**Signal wires by layer**

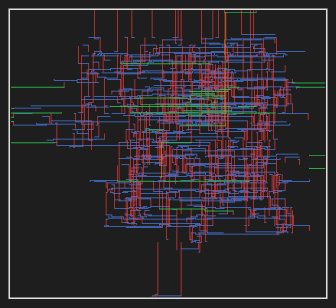
**Routing congestion map**

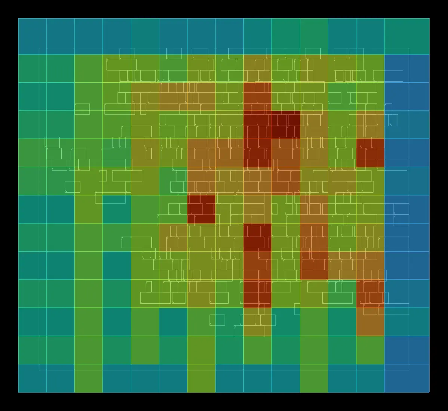
**Clock network drawn from the DEF**

The bar under the picture is 20 um long.
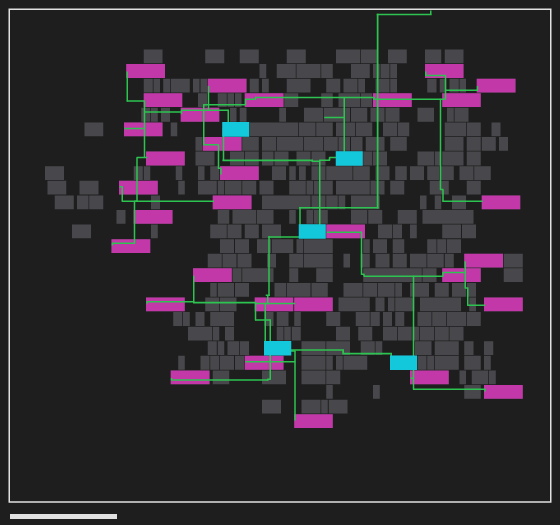
==> config.mk <==
export PLATFORM = sky130hd
export DESIGN_NAME = rotation_aligner
export DESIGN_NICKNAME = d
export VERILOG_FILES = /design/src/rtl/rotation_aligner_pkg.sv /design/src/rtl/rotation_aligner_sync_matcher.sv /design/src/rtl/rotation_aligner.sv
export SDC_FILE = /design/constraint.sdc
export NUM_CORES = 1
export LEC_CHECK = 0
export ABC_AREA = 0
export ABC_CLOCK_PERIOD_IN_PS = 2300
export CAP_MARGIN = 20
export CORE_ASPECT_RATIO = 0.9
export CORE_MARGIN = 5
export CORE_UTILIZATION = 27
export CTS_CLUSTER_SIZE = 16
export DETAILED_ROUTE_END_ITERATION = 12
export GPL_ROUTABILITY_DRIVEN = 0
export PLACE_DENSITY = 0.58
export SKIP_LAST_GASP = 1
export SLEW_MARGIN = 5
export SYNTH_ARGS = -nofsm -noshare
export SYNTH_HDL_FRONTEND = slang
export SYNTH_SLANG_ARGS = --single-unit
export TNS_END_PERCENT = 50
==> constraint.sdc <==
create_clock -name clk -period 2.3 [get_ports clk]
set_clock_uncertainty 0.05 [all_clocks]
set_input_delay 0.46 -clock clk [delete_from_list [all_inputs] [get_ports clk]]
set_output_delay 0.46 -clock clk [all_outputs]
set_load 0.005 [all_outputs]
==> impl_metrics.yaml <==
# generated from flow reports
run_status:
  status: "completed"
drt:
  wl_met3_um: 405
  ant_nets: 0
  topRoutingLayerUsed: "met4"
  met2_length_um: 2721
  drc_errors: 0
  drt_first_iter_violations: 133
final_layout:
  mostFrequentLayoutCells: "58 x buf_4, 37 x nand2_1, 31 x dfxtp_1, 21 x a21oi_1, 18 x clkdlybuf4s50_1"
  diodes: 0
  n_all_buffers: 84
  n_clock_buffer: 6
  drive_gt1_share_pct: 28.53
  finalNonFillerCells: 419
  seq_share_pct: 20.68
  fill_cells: 691
  n_all_inverters: 14
  num-multi-input-gates: 189
  bufAreaShareNonClock_pct: 22.89
  register_area_um2: 620.6
  nets: 347
run:
  drv_cap: 0
power:
  seq_cell_power_uw: 541
  swShare_pct: 24.53
  power.total_uw: 1290
  power_leader: "clock"
  power_density_nw_per_um2: 430.0
  p_seq_share_pct: 41.9
  p_switching_uw: 316.5
cts:
  cts_setup_buffers: 4
  cts_resized: 27
  clockRootBuffer: "clkbuf_8"
  holdBufCountCts: 0
  cts_buffers: 5
  htree_levels: 2
  clock_path_buffers: 2
place:
  pre_cts_ws_ns: -0.6770
  dp.cells: 406
final_timing:
  setup_viol: 0
  period_needed_ns: 2.269
  setup_tns_ns: 0
  worst_pin_slew_ns: 0.4169
  clock.fmax_mhz: 440.7
  slew_viol_final: 0
  relSlewSlack_pct: 72.08
  post-route-period-util_pct: 98.65
  hold_violations: 0
synth:
  synth_area_um2: 1998
  avgSynthCellArea_um2: 8.156
  syn_nets: 267
  ys_warn_count: 0
  adder_share_pct: 6.262
  yosys.area_share.aoi_pct: 25.42
  synthArstFlopShare_pct: 0
  synth-main-ff-cell: "dfxtp_1"
  syn_inst: 245
  ys_seq_share_pct: 31.06
  ys_cells: 245
  common_cells: "38 x nand2_1, 31 x dfxtp_1, 21 x a21oi_1, 14 x inv_1, 12 x nor2_1"
  ys_sh_mux_pct: 5.135
  most_common_cell: "nand2_1"
  largest_area_cell: "dfxtp_1"
  ys.flops: 31
  yosysChipArea_um2: 1998
  synth-xor-area-share_pct: 1.315
  ys_types: 54
critical_path:
  crit_family: "buffers and inverters"
  path_buffers: 3
  crit_type: "in -> out"
  cp_slowest_cell: "clkdlybuf4s50_1"
  cp_common_cell: "clkdlybuf4s50_1"
  worstPathCellList: "clkdlybuf4s50_1 > nand2b_1 > buf_4 > clkdlybuf4s50_1"
  reg2reg_slack_ns: 0.05
  critPathArrivalTime_ns: 1.76
  path_depth: 4
  crit_path_max_fanout: 4
floorplanning:
  die-width_um: 100.7
  rows: 29
  initCoreUtil_pct: 27.95
  io_pins: 27
  die_h_um: 91.61
  core_um2: 7148
hold_path:
  hold_depth: 2
  min_path_type: "reg -> reg"
global_routing:
  first_global_vias: 2077
  antenna_found_initial: 0
  grt_max_degree: 34
Back to the opening pictures, 'signal wires by layer':
colour	layer	wire length
orange	M4	46.9 um
blue	M1	3000 um
red	M2	2720 um
green	M3	406 um
Tot GR Track Use: 13.60%
Routed WL per cell: 14.74 um
final WL: 6177 um
total number of vias: 2126

Back to the opening pictures, 'routing congestion map':
GRT busiest layer: met2
global routing usage on met3: 4.249%
met2 GRT Util: 19.85%
GR Util met1: 18.89%
Util after Layout: 41.97%

Back to the opening pictures, 'clock network drawn from the DEF':
[magenta] flip-flops | count: 31
[green] clock wires | length: 553 um
[cyan] clock-net drivers | count: 5
routed clock nets	6
Clock Latency Late Sink: 0.29 ns
P_clk: 579 uW
clock power share: 44.9%

Power is estimated from default activity; no workload was simulated.
